<file path="src/rtl/if_stage_pkg.sv">
`default_nettype none
// ============================================================================
// Module   : if_stage_pkg
// Brief    : Shared state encoding and constants for the instruction-fetch stage
// Revision : 1.0  initial release
// ============================================================================
package if_stage_pkg;

    typedef enum logic [1:0] {
        S_FETCH = 2'd0,
        S_HOLD  = 2'd1,
        S_DRAIN = 2'd2
    } state_e;

    // sll $0,$0,0 used as the pipeline bubble
    localparam logic [31:0] C_NOP_INSTR = 32'h0000_0000;
    localparam logic [31:0] C_PC_INC    = 32'd4;

endpackage
`default_nettype wire

</file>
<file path="src/rtl/if_stage_if.sv">
`default_nettype none
// ============================================================================
// Module   : if_stage_if
// Brief    : Single-outstanding req/ready instruction-memory fetch bus
// Revision : 1.0  initial release
// ============================================================================
interface if_stage_if ();
    logic        req;
    logic [31:0] addr;
    logic        ready;
    logic [31:0] rdata;

    modport master (output req, output addr, input ready, input rdata);
    modport slave  (input req, input addr, output ready, output rdata);
endinterface
`default_nettype wire

</file>
<file path="src/rtl/if_stage_if_id_reg.sv">
`default_nettype none
// ============================================================================
// Module   : if_id_reg
// Brief    : IF/ID pipeline register with squash (priority) / load / hold
// Revision : 1.0  initial release
// ============================================================================
module if_id_reg
    import if_stage_pkg::*;
#(
    parameter logic [31:0] NOP_INSTR = C_NOP_INSTR
) (
    input  wire         clk,
    input  wire         rst,
    input  wire         i_load,
    input  wire         i_squash,
    input  wire  [31:0] i_instr,
    input  wire  [31:0] i_next_addr,
    output logic [31:0] o_instr,
    output logic [31:0] o_next_addr,
    output logic        o_valid
);
    logic [31:0] instr_q, instr_d;
    logic [31:0] npc_q, npc_d;
    logic        valid_q, valid_d;

    always_comb begin
        instr_d = instr_q;
        npc_d   = npc_q;
        valid_d = valid_q;
        if (i_squash) begin
            instr_d = NOP_INSTR;
            npc_d   = '0;
            valid_d = 1'b0;
        end else if (i_load) begin
            instr_d = i_instr;
            npc_d   = i_next_addr;
            valid_d = 1'b1;
        end
    end

    always_ff @(posedge clk) begin
        if (!rst) begin
            instr_q <= NOP_INSTR;
            npc_q   <= '0;
            valid_q <= 1'b0;
        end else begin
            instr_q <= instr_d;
            npc_q   <= npc_d;
            valid_q <= valid_d;
        end
    end

    assign o_instr     = instr_q;
    assign o_next_addr = npc_q;
    assign o_valid     = valid_q;
endmodule
`default_nettype wire

</file>
<file path="src/rtl/if_stage.sv">
`default_nettype none
// ============================================================================
// Module   : if_stage
// Brief    : Instruction fetch stage: PC, fetch FSM, 1-entry hold buffer, IF/ID
// Revision : 1.0  initial release
// ============================================================================
module if_stage
    import if_stage_pkg::*;
#(
    parameter logic [31:0] RESET_PC  = 32'h0000_0000,
    parameter logic [31:0] NOP_INSTR = C_NOP_INSTR
) (
    input  wire                clk,
    input  wire                rst,
    input  wire                PCWrite,
    input  wire                freeze,
    input  wire                PCSrc,
    input  wire  [31:0]        Branch_Address,
    if_stage_if.master         imem,
    output logic [31:0]        Instruction,
    output logic [31:0]        Next_Address,
    output logic               if_valid
);
    localparam logic [31:0] C_ALIGN_MASK = 32'hFFFF_FFFC;

    state_e      state_q, state_d;
    logic [31:0] pc_q, pc_d;
    logic [31:0] hold_instr_q, hold_instr_d;
    logic [31:0] hold_npc_q, hold_npc_d;
    logic [31:0] drain_addr_q, drain_addr_d;

    logic        advance;
    logic        redirect;
    logic [31:0] pc_plus4;
    logic [31:0] branch_pc;
    logic        ifid_load;
    logic        ifid_squash;
    logic [31:0] ifid_instr;
    logic [31:0] ifid_npc;

    assign advance   = PCWrite & ~freeze;
    assign redirect  = PCSrc;
    assign pc_plus4  = pc_q + C_PC_INC;
    assign branch_pc = Branch_Address & C_ALIGN_MASK;

    assign imem.req  = rst && (state_q != S_HOLD);
    // While draining, the bus must keep presenting the address of the abandoned fetch
    assign imem.addr = (state_q == S_DRAIN) ? drain_addr_q : pc_q;

    always_comb begin
        state_d      = state_q;
        pc_d         = pc_q;
        hold_instr_d = hold_instr_q;
        hold_npc_d   = hold_npc_q;
        drain_addr_d = drain_addr_q;
        ifid_load    = 1'b0;
        ifid_squash  = 1'b0;
        ifid_instr   = imem.rdata;
        ifid_npc     = pc_plus4;
        case (state_q)
            S_FETCH: begin
                if (redirect) begin
                    pc_d        = branch_pc;
                    ifid_squash = 1'b1;
                    if (!imem.ready) begin
                        drain_addr_d = pc_q;
                        state_d      = S_DRAIN;
                    end
                end else if (imem.ready) begin
                    if (advance) begin
                        ifid_load = 1'b1;
                        pc_d      = pc_plus4;
                    end else begin
                        hold_instr_d = imem.rdata;
                        hold_npc_d   = pc_plus4;
                        state_d      = S_HOLD;
                    end
                end else if (advance) begin
                    ifid_squash = 1'b1;
                end
            end
            S_HOLD: begin
                if (redirect) begin
                    pc_d        = branch_pc;
                    ifid_squash = 1'b1;
                    state_d     = S_FETCH;
                end else if (advance) begin
                    ifid_load  = 1'b1;
                    ifid_instr = hold_instr_q;
                    ifid_npc   = hold_npc_q;
                    pc_d       = pc_plus4;
                    state_d    = S_FETCH;
                end
            end
            S_DRAIN: begin
                if (redirect) begin
                    pc_d = branch_pc;
                end
                if (advance) begin
                    ifid_squash = 1'b1;
                end
                if (imem.ready) begin
                    state_d = S_FETCH;
                end
            end
            default: begin
                state_d = S_FETCH;
            end
        endcase
    end

    always_ff @(posedge clk) begin
        if (!rst) begin
            state_q      <= S_FETCH;
            pc_q         <= RESET_PC & C_ALIGN_MASK;
            hold_instr_q <= '0;
            hold_npc_q   <= '0;
            drain_addr_q <= '0;
        end else begin
            state_q      <= state_d;
            pc_q         <= pc_d;
            hold_instr_q <= hold_instr_d;
            hold_npc_q   <= hold_npc_d;
            drain_addr_q <= drain_addr_d;
        end
    end

    if_id_reg #(
        .NOP_INSTR (NOP_INSTR)
    ) u_if_id_reg (
        .clk         (clk),
        .rst         (rst),
        .i_load      (ifid_load),
        .i_squash    (ifid_squash),
        .i_instr     (ifid_instr),
        .i_next_addr (ifid_npc),
        .o_instr     (Instruction),
        .o_next_addr (Next_Address),
        .o_valid     (if_valid)
    );
endmodule
`default_nettype wire

</file>
<file path="src/flat_wrapper.sv">
// flat-port wrapper written by rule: the top's interface ports become plain ports
module if_stage_flat import if_stage_pkg::*;
#(
    parameter logic [31:0] RESET_PC  = 32'h0000_0000,
    parameter logic [31:0] NOP_INSTR = C_NOP_INSTR
)
  (clk, rst, PCWrite, freeze, PCSrc, Branch_Address, Instruction, Next_Address, if_valid, imem_req, imem_addr, imem_ready, imem_rdata);
  if_stage_if imem_i ();
  input  wire clk;
  input  wire rst;
  input  wire PCWrite;
  input  wire freeze;
  input  wire PCSrc;
  input  wire  [31:0] Branch_Address;
  output logic [31:0] Instruction;
  output logic [31:0] Next_Address;
  output logic if_valid;
  output wire logic [$bits(imem_i.req)-1:0] imem_req;
  output wire logic [$bits(imem_i.addr)-1:0] imem_addr;
  input wire logic [$bits(imem_i.ready)-1:0] imem_ready;
  input wire logic [$bits(imem_i.rdata)-1:0] imem_rdata;
  assign imem_req = imem_i.req;
  assign imem_addr = imem_i.addr;
  assign imem_i.ready = imem_ready;
  assign imem_i.rdata = imem_rdata;
  if_stage #(.RESET_PC(RESET_PC), .NOP_INSTR(NOP_INSTR)) u_core (.clk(clk), .rst(rst), .PCWrite(PCWrite), .freeze(freeze), .PCSrc(PCSrc), .Branch_Address(Branch_Address), .imem(imem_i), .Instruction(Instruction), .Next_Address(Next_Address), .if_valid(if_valid));
endmodule
</file>
<file path="config.mk">
export PLATFORM = sky130hd
export DESIGN_NAME = if_stage_flat
export DESIGN_NICKNAME = d
export VERILOG_FILES = /design/src/rtl/if_stage_pkg.sv /design/src/rtl/if_stage_if.sv /design/src/rtl/if_stage_if_id_reg.sv /design/src/rtl/if_stage.sv /design/src/flat_wrapper.sv
export SDC_FILE = /design/constraint.sdc
export NUM_CORES = 1
export LEC_CHECK = 0
export CELL_PAD_IN_SITES_DETAIL_PLACEMENT = 0
export CELL_PAD_IN_SITES_GLOBAL_PLACEMENT = 1
export CORE_MARGIN = 2
export CORE_UTILIZATION = 38
export CTS_BUF_LIST = sky130_fd_sc_hd__clkbuf_16
export CTS_CLUSTER_DIAMETER = 120
export DETAILED_ROUTE_END_ITERATION = 6
export GPL_ROUTABILITY_DRIVEN = 0
export MAX_ROUTING_LAYER = met4
export PLACE_DENSITY_LB_ADDON = 0.25
export SYNTH_ARGS = -nofsm -noshare
export SYNTH_HDL_FRONTEND = slang
export SYNTH_SLANG_ARGS = --single-unit
</file>
<file path="constraint.sdc">
create_clock -name clk -period 3.2 [get_ports clk]
set_clock_uncertainty 0.2 [all_clocks]
set_input_delay 0.64 -clock clk [delete_from_list [all_inputs] [get_ports clk]]
set_output_delay 0.64 -clock clk [all_outputs]
set_load 0.01 [all_outputs]
</file>
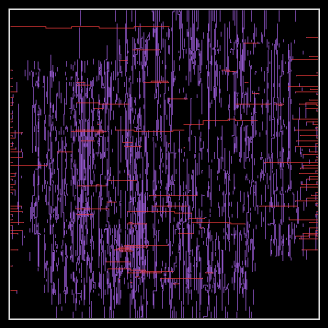
Fig. 1. Routed metal, one colour a layer (run 1).
Scale: 2 px per um. Only two layers are drawn.
colour	layer	wire length
purple	met2	11400 um
red	met3	1140 um

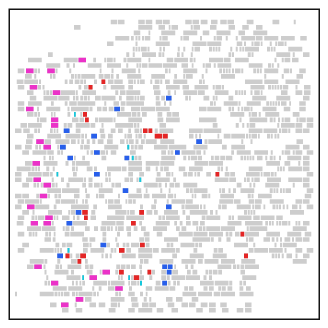
Fig. 2. Selected gate families (run 1).
Scale: 2 px per um.
colour	family	cells
red	AND and OR gates	23
magenta	multiplexers	25
blue	AND-OR and OR-AND gates	21
cyan	inverters	9

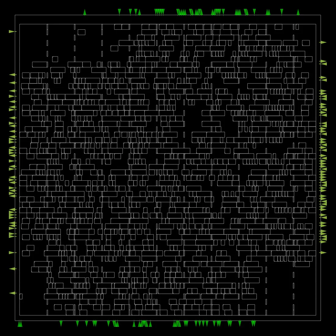
Fig. 3. Cell outlines without signal wires (run 1).
Fillers: 2121
n_taps: 280
row cnt: 54

==> results.tsv, run 1 <==
stage	metric	value	unit
timing	max-slew violations	0	
clock_tree	# H-tree levels	4	
yosys	yosys stat cell total	1084	
grt	All-Layer GR Usage	21.99	%
layout	Total Nets Final	1271	
place	pre-CTS setup slack	0.2211	ns
routing	1st-pass router iterations	5	
timing	Final Cycle Share	92.67	%
yosys	XORs/XNORs by Area	2.758	%
timing	fmax	337.2	MHz
clock_tree	Latency at later pin	0.43	ns
layout	Core Util, Final	50.59	%
clock_tree	clock transition at the registers of the reported paths	0.07	ns
routing	detailed router's first-iteration violation count	612	
layout	dominant kind of cell	combinational gates	
worst_hold_path	hold path endpoint	u_core.u_if_id_reg.o_next_addr[10]$_SDFFE_PP0P_	
layout	FF/Latch Area	3824	sq um
critical_path	Worst EP arrival	2.13	ns
status	status	complete, no violations	
grt	met3 global-route usage	3.951	%
timing	post-route setup slack	0.2345	ns
critical_path	critical path type	in2out	
power	maximum VDD drop	0.0002485	V
place	post-place instance area	10540	sq um
clock_tree	post-cts gate resize count	0	
critical_path	slowest cell on the critical path	clkdlybuf4s50_1	
power	Pwr Density	476.4	nW/um^2
worst_hold_path	hold wc startpoint	u_core.u_if_id_reg.o_next_addr[10]$_SDFFE_PP0P_	
critical_path	CP Capture Point	imem_req	
yosys	Post-Syn Instances	1084	
layout	Commonest Layout Cell	nand2_1	
critical_path	r2r endpoint	u_core.pc_q[26]$_SDFFE_PN0P_	
yosys	Basic Gates by Area	21.71	%
critical_path	Req. time, crit path	2.36	ns
yosys	Yosys reg bits	191	
layout	Layout area overhead	29.56	%
critical_path	Worst R2R Setup Slack	0.57	ns
critical_path	Crit path top cell by count	clkdlybuf4s50_1	
worst_hold_path	WHS Path Cells	2	
grt	GR Util met2	32.67	%
routing	wire length on met3	1.139	mm
layout	layout cells sized above 1	9.068	%
-- run 1: report_power, final --
group / total, W / internal (W) / switching [W]
logic: 0.000666 / 0.000307 / 0.000359
registers: 0.00255 / 0.00246 / 0.0000861
clock network: 0.00208 / 0.00104 / 0.00104
total: 0.00529 / 0.00381 / 0.00149
-- run 1: metrics by stage --
step	instances	hold slack [ns]
CTS	1493	0.2528
global route	1493	0.2680
global placement	1461	0.2383
finish	1493	0.2512
detailed placement	1461	0.2432
floorplan	1085	0.2272
-- run 1: sequential cells by signal, summed over array words and instances, names as in the netlist --
name / cells
u_core.hold_instr_q: 32
u_core.hold_npc_q: 32
u_core.u_if_id_reg.o_instr: 32
u_core.u_if_id_reg.o_next_addr: 32
u_core.drain_addr_q: 30
u_core.pc_q: 30
u_core.state_q: 2
u_core.u_if_id_reg.o_valid: 1
Fig. 4: run 1, wire density map
Scale: 2 px per um. 31 x 31 tiles, from dark purple (low) to yellow (high), scaled to the fullest tile. Values are wire area over tile area, all layers added.
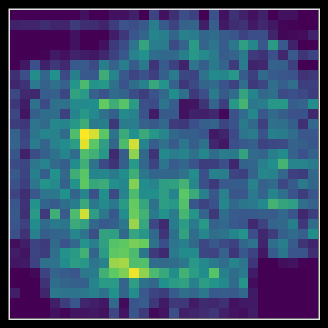

==> run 2, diff against run 1 <==
--- a/config.mk
+++ b/config.mk
@@ -7,6 +7,7 @@
 export LEC_CHECK = 0
 export CELL_PAD_IN_SITES_DETAIL_PLACEMENT = 0
 export CELL_PAD_IN_SITES_GLOBAL_PLACEMENT = 1
+export CORE_ASPECT_RATIO = 2
 export CORE_MARGIN = 2
 export CORE_UTILIZATION = 38
 export CTS_BUF_LIST = sky130_fd_sc_hd__clkbuf_16
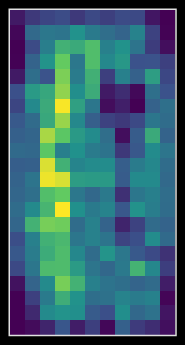
Fig. 5. Wire density map (run 2).
Scale: 1.5 px per um. 11 x 22 tiles, from dark purple (low) to yellow (high), scaled to the fullest tile. Values are wire area over tile area, all layers added.
tiles over half the peak	23%
densest ninth of the die	left middle
fullest tile	0.47
mean over tiles	0.18
emptiest ninth of the die	top right

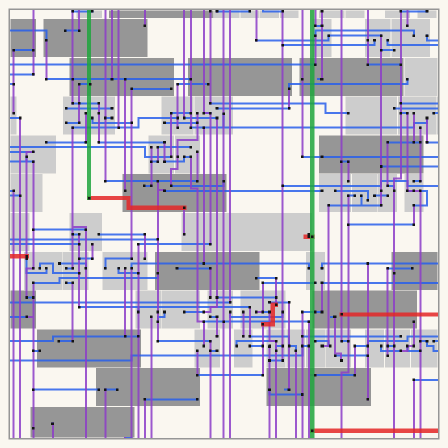
Fig. 6. Zoomed window (run 2).
Window x 40 to 70, y 93 to 123 um. Cells in grey, sequential cells in the stronger grey; small squares are vias.
colour	layer
green	met4
red	met3
purple	met2
blue	met1
most frequent	dfxtp_1 (12)
cells with their middle in the window	50
sequential cells in the window	12
netlist names of flops here include	u_core.hold_npc_q (8), u_core.u_if_id_reg.o_next_addr (4)

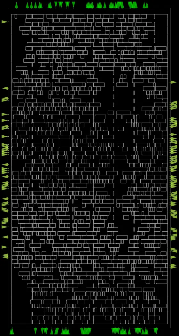
Fig. 7. Cell outlines without signal wires (run 2).
total core area: 22160 sq um
Fillers: 2193
flop share of the area: 34.48%
n_taps: 276

==> results.tsv, run 2 <==
stage	metric	value	unit	change
worst_hold_path	hold wc startpoint	u_core.u_if_id_reg.o_next_addr[5]$_SDFFE_PP0P_		
layout	Layout area overhead	29.40	%	
critical_path	path depth of the worst reg2reg path	5		
place	post-place instance area	10540	sq um	about the same
yosys	Yosys reg bits	191		unchanged
floorplanning	total die size	23850	sq um	
power	Pwr Density	475.1	nW/um^2	-0.27%
timing	max-slew violations	0		unchanged
floorplanning	row cnt	77		+43%
status	status	complete, no violations		
worst_hold_path	WHS Path Cells	2		unchanged
power	Comb. pwr	0.000678	W	+2%
power	Reg power frac	48.2	%	about the same
critical_path	slowest cell on the critical path	clkdlybuf4s50_1		
yosys	yosys stat cell total	1084		unchanged
power	maximum VDD drop	0.0003880	V	+56%
layout	Inverters, non-clock	9		
critical_path	r2r endpoint	u_core.pc_q[26]$_SDFFE_PN0P_		
power	combinational power share	12.9	%	+0.3 points
routing	vias	8092		
layout	dominant kind of cell	combinational gates		
power	Clk pwr share	38.9	%	-0.4 points
layout	Antenna diodes	0		
routing	detailed router's first-iteration violation count	472		-23%
critical_path	Worst R2R Setup Slack	0.66	ns	+0.09 ns
power	Main power group	registers		
power	P_sw	0.001368	W	-7.9%
critical_path	CP Buf/Inv Count	2		
layout	final std cells w/o fill	1487		-0.40%
grt	met3 global-route usage	4.421	%	+0.47 points
clock_tree	Latency at later pin	0.44	ns	about the same
layout	layout cells sized above 1	9.001	%	-0.068 points
critical_path	critical path type	reg2out		
place	pre-CTS setup slack	0.1620	ns	-0.05912 ns
power	Seq group	0.00254	W	about the same
timing	post-route setup slack	0.1549	ns	-0.07954 ns
layout	FF/Latch Area	3826	sq um	about the same
timing	Final Cycle Share	95.16	%	+2.5 points
grt	All-Layer GR Usage	23.21	%	+1.2 points
timing	endpoints failing setup	0		
yosys	Post-Syn Instances	1084		unchanged
yosys	post-synth top area cell	dfxtp_1		
layout	Core Util, Final	50.07	%	-0.52 points
power	Switching Fraction	25.94	%	-2.1 points
clock_tree	clock transition at the registers of the reported paths	0.07	ns	about the same
critical_path	Worst EP arrival	2.21	ns	+0.08 ns
worst_hold_path	hold path endpoint	u_core.u_if_id_reg.o_next_addr[5]$_SDFFE_PP0P_		
critical_path	CP Capture Point	imem_addr[31]		
layout	Total Nets Final	1271		unchanged
grt	Top Usage Layer GRT	met2		
timing	fmax	328.4	MHz	-2.6%
clock_tree	# H-tree levels	4		unchanged
layout	Commonest Layout Cell	nand2_1		
power	clk pwr	0.00205	W	about the same
routing	1st-pass router iterations	5		unchanged
timing	Worst Hold Slack	0.2523	ns	+0.001112 ns
critical_path	Req. time, crit path	2.36	ns	about the same
layout	Comb area share	38.90	%	
grt	GR Util met2	40.33	%	+7.7 points
place	Cells after DPL	1457		-0.27%
power	Pint	0.003904	W	+2.5%
yosys	Seq share, synth	44.59	%	
clock_tree	post-cts gate resize count	1		+1
==> run 2: cell counts after synthesis <==
Identical to the previous run, type by type.
==> run 2: cells by family after synthesis <==
| logic type | count (synthesis) | share of synthesized area [%] |
|---|---|---|
| adder cells (fa/ha/maj) | 1 | 0.1459 |
| other | 1 | 0.04373 |
| AND-OR/OR-AND | 296 | 22.03 |
| buffers and inverters | 115 | 5.428 |
| multiplexers | 25 | 3.283 |
| flip-flops | 191 | 44.59 |
| AND/OR/NAND/NOR | 428 | 21.71 |
| XOR/XNOR | 27 | 2.758 |
==> run 2: per-layer routing <==
layer	vias to the layer above	share of wire [%]	wire [um]
met1	3761	39	10310
met3	43	4.8	1282
met4	0	3.1	825
met5	-	0	0
li1	4021	-	-
met2	267	53	14110
==> run 3, diff against run 2 <==
--- a/config.mk
+++ b/config.mk
@@ -13,7 +13,7 @@
 export CTS_BUF_LIST = sky130_fd_sc_hd__clkbuf_16
 export CTS_CLUSTER_DIAMETER = 120
 export DETAILED_ROUTE_END_ITERATION = 6
-export GPL_ROUTABILITY_DRIVEN = 0
+export GPL_ROUTABILITY_DRIVEN = 1
 export MAX_ROUTING_LAYER = met4
 export PLACE_DENSITY_LB_ADDON = 0.25
 export SYNTH_ARGS = -nofsm -noshare
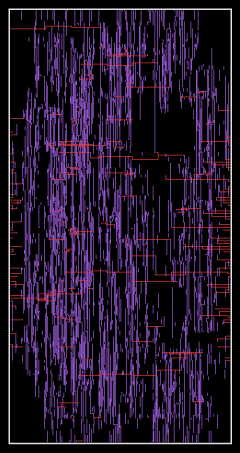
Fig. 8. Routed metal, one colour a layer (run 3).
Scale: 2 px per um. Only two layers are drawn.
colour	layer	wire length
purple	met2	14100 um
red	met3	1280 um

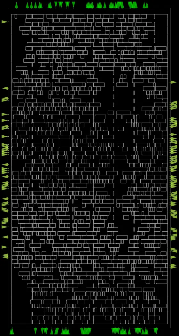
Fig. 9. Cell outlines without signal wires (run 3).
row cnt: 77
final std cells w/o fill: 1487
Core Util, Final: 50.07%

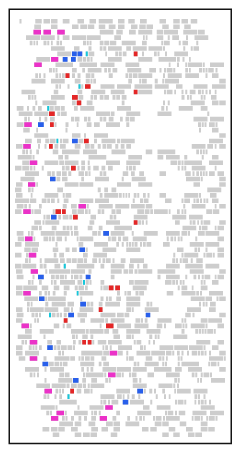
Fig. 10. Selected gate families (run 3).
Scale: 2 px per um.
colour	family	cells
magenta	multiplexers	25
red	AND and OR gates	23
cyan	inverters	9
blue	AND-OR and OR-AND gates	21

==> results.tsv, run 3 <==
stage	metric	value	unit	change
critical_path	Worst EP arrival	2.21	ns	about the same
yosys	Dominant cell area share	44.59	%	
floorplanning	total die size	23850	sq um	unchanged
routing	detailed router's first-iteration violation count	472		unchanged
power	Reg power frac	48.2	%	about the same
critical_path	CP Cell Sequence	nor2b_4 > buf_12 > mux2_2 > clkdlybuf4s50_1		
yosys	Seq share, synth	44.59	%	unchanged
yosys	Yosys reg bits	191		unchanged
power	Comb. pwr	0.000678	W	about the same
clock_tree	post-cts gate resize count	1		unchanged
layout	Antenna diodes	0		unchanged
layout	Inverters, non-clock	9		unchanged
yosys	Post-Syn Instances	1084		unchanged
power	Clk pwr share	38.9	%	about the same
critical_path	Worst R2R Setup Slack	0.66	ns	about the same
yosys	most common cell in the netlist	nand2_1		
power	Seq group	0.00254	W	about the same
grt	All-Layer GR Usage	23.21	%	unchanged
critical_path	Req. time, crit path	2.36	ns	about the same
yosys	Unique cell types	57		
floorplanning	die height	216.4	um	
layout	Multi-In Gates	779		
status	status	complete, no violations		
floorplanning	n_taps	276		unchanged
timing	post-route setup slack	0.1549	ns	unchanged
power	Pint	0.003904	W	unchanged
power	Main power group	registers		
place	pre-CTS setup slack	0.1620	ns	unchanged
timing	RSZ-0062 raised after global routing	no		
layout	dominant kind of cell	combinational gates		
worst_hold_path	hold wc startpoint	u_core.u_if_id_reg.o_next_addr[5]$_SDFFE_PP0P_		
layout	Comb area share	38.90	%	unchanged
place	Cells after DPL	1457		unchanged
power	leakage power	3.840	nW	
layout	Total Nets Final	1271		unchanged
critical_path	path depth of the worst reg2reg path	5		unchanged
timing	Setup TNS	0	ns	
routing	vias	8092		unchanged
yosys	post-synth top area cell	dfxtp_1		
critical_path	nature of the critical path startpoint	flip-flop		
worst_hold_path	WHS Path Cells	2		unchanged
routing	final antenna-violating net count	0		
layout	Layout area overhead	29.40	%	unchanged
layout	Top cells excl fill/tap	nand2_1, dfxtp_1, clkdlybuf4s50_1, a21oi_1, nor2_1		
critical_path	CP Buf/Inv Count	2		unchanged
critical_path	r2r endpoint	u_core.pc_q[26]$_SDFFE_PN0P_		
layout	Comb area	4317	sq um	
timing	Final Hold Viols	0		
power	Switching Fraction	25.94	%	unchanged
layout	layout cells sized above 1	9.001	%	unchanged
layout	Fillers	2193		unchanged
floorplanning	Floorplan Utilization	38.70	%	
layout	FF/Latch Area	3826	sq um	unchanged
power	Pwr Density	475.1	nW/um^2	unchanged
clock_tree	Latency at later pin	0.44	ns	about the same
place	port bufs	163		
yosys	yosys stat cell total	1084		unchanged
floorplanning	total core area	22160	sq um	unchanged
routing	WL/cell	17.84	um	
floorplanning	num ports	168		
layout	flop share of the area	34.48	%	unchanged
critical_path	slowest cell on the critical path	clkdlybuf4s50_1		
routing	1st-pass router iterations	5		unchanged
timing	Worst Hold Slack	0.2523	ns	unchanged
yosys	ys flop type	dfxtp_1		
timing	fmax	328.4	MHz	unchanged
timing	max-slew violations	0		unchanged
power	Pwr Total	0.005271	W	
place	post-place instance area	10540	sq um	unchanged
power	clk pwr	0.00205	W	about the same
critical_path	slowest cell delay on critical path	0.58	ns	
power	P_sw	0.001368	W	unchanged
power	maximum VDD drop	0.0003880	V	unchanged
clock_tree	# H-tree levels	4		unchanged
clock_tree	clock transition at the registers of the reported paths	0.07	ns	about the same
critical_path	critical path type	reg2out		
worst_hold_path	hold path endpoint	u_core.u_if_id_reg.o_next_addr[5]$_SDFFE_PP0P_		
layout	Commonest Layout Cell	nand2_1		
critical_path	CP Capture Point	imem_addr[31]		
yosys	Async SR Flop Fraction	0	%	
power	combinational power share	12.9	%	about the same
timing	endpoints failing setup	0		unchanged
timing	Final Cycle Share	95.16	%	unchanged
layout	clk_buf instances	17		
[run 3: cell counts in the layout (fill, tap and decap cells not counted)]
No cell type changed its count.
[run 3: logic make-up after synthesis]
group                    Yosys count  share of synthesized area [%]
buffers and inverters            115                          5.428
AND/OR/NAND/NOR                  428                          21.71
flip-flops                       191                          44.59
other                              1                        0.04373
multiplexers                      25                          3.283
adder cells (fa/ha/maj)            1                         0.1459
XOR/XNOR                          27                          2.758
AND-OR/OR-AND                    296                          22.03
[run 3: layer usage]
| layer | GRT usage, % | up-vias | wire [um] |
|---|---|---|---|
| met5 | - | - | 0 |
| met1 | 25.53 | 3761 | 10310 |
| met3 | 4.421 | 43 | 1282 |
| li1 | - | 4021 | - |
| met4 | 9.208 | 0 | 825 |
| met2 | 40.33 | 267 | 14110 |
Power figures rest on the tool's default switching activity, not on a simulated workload.
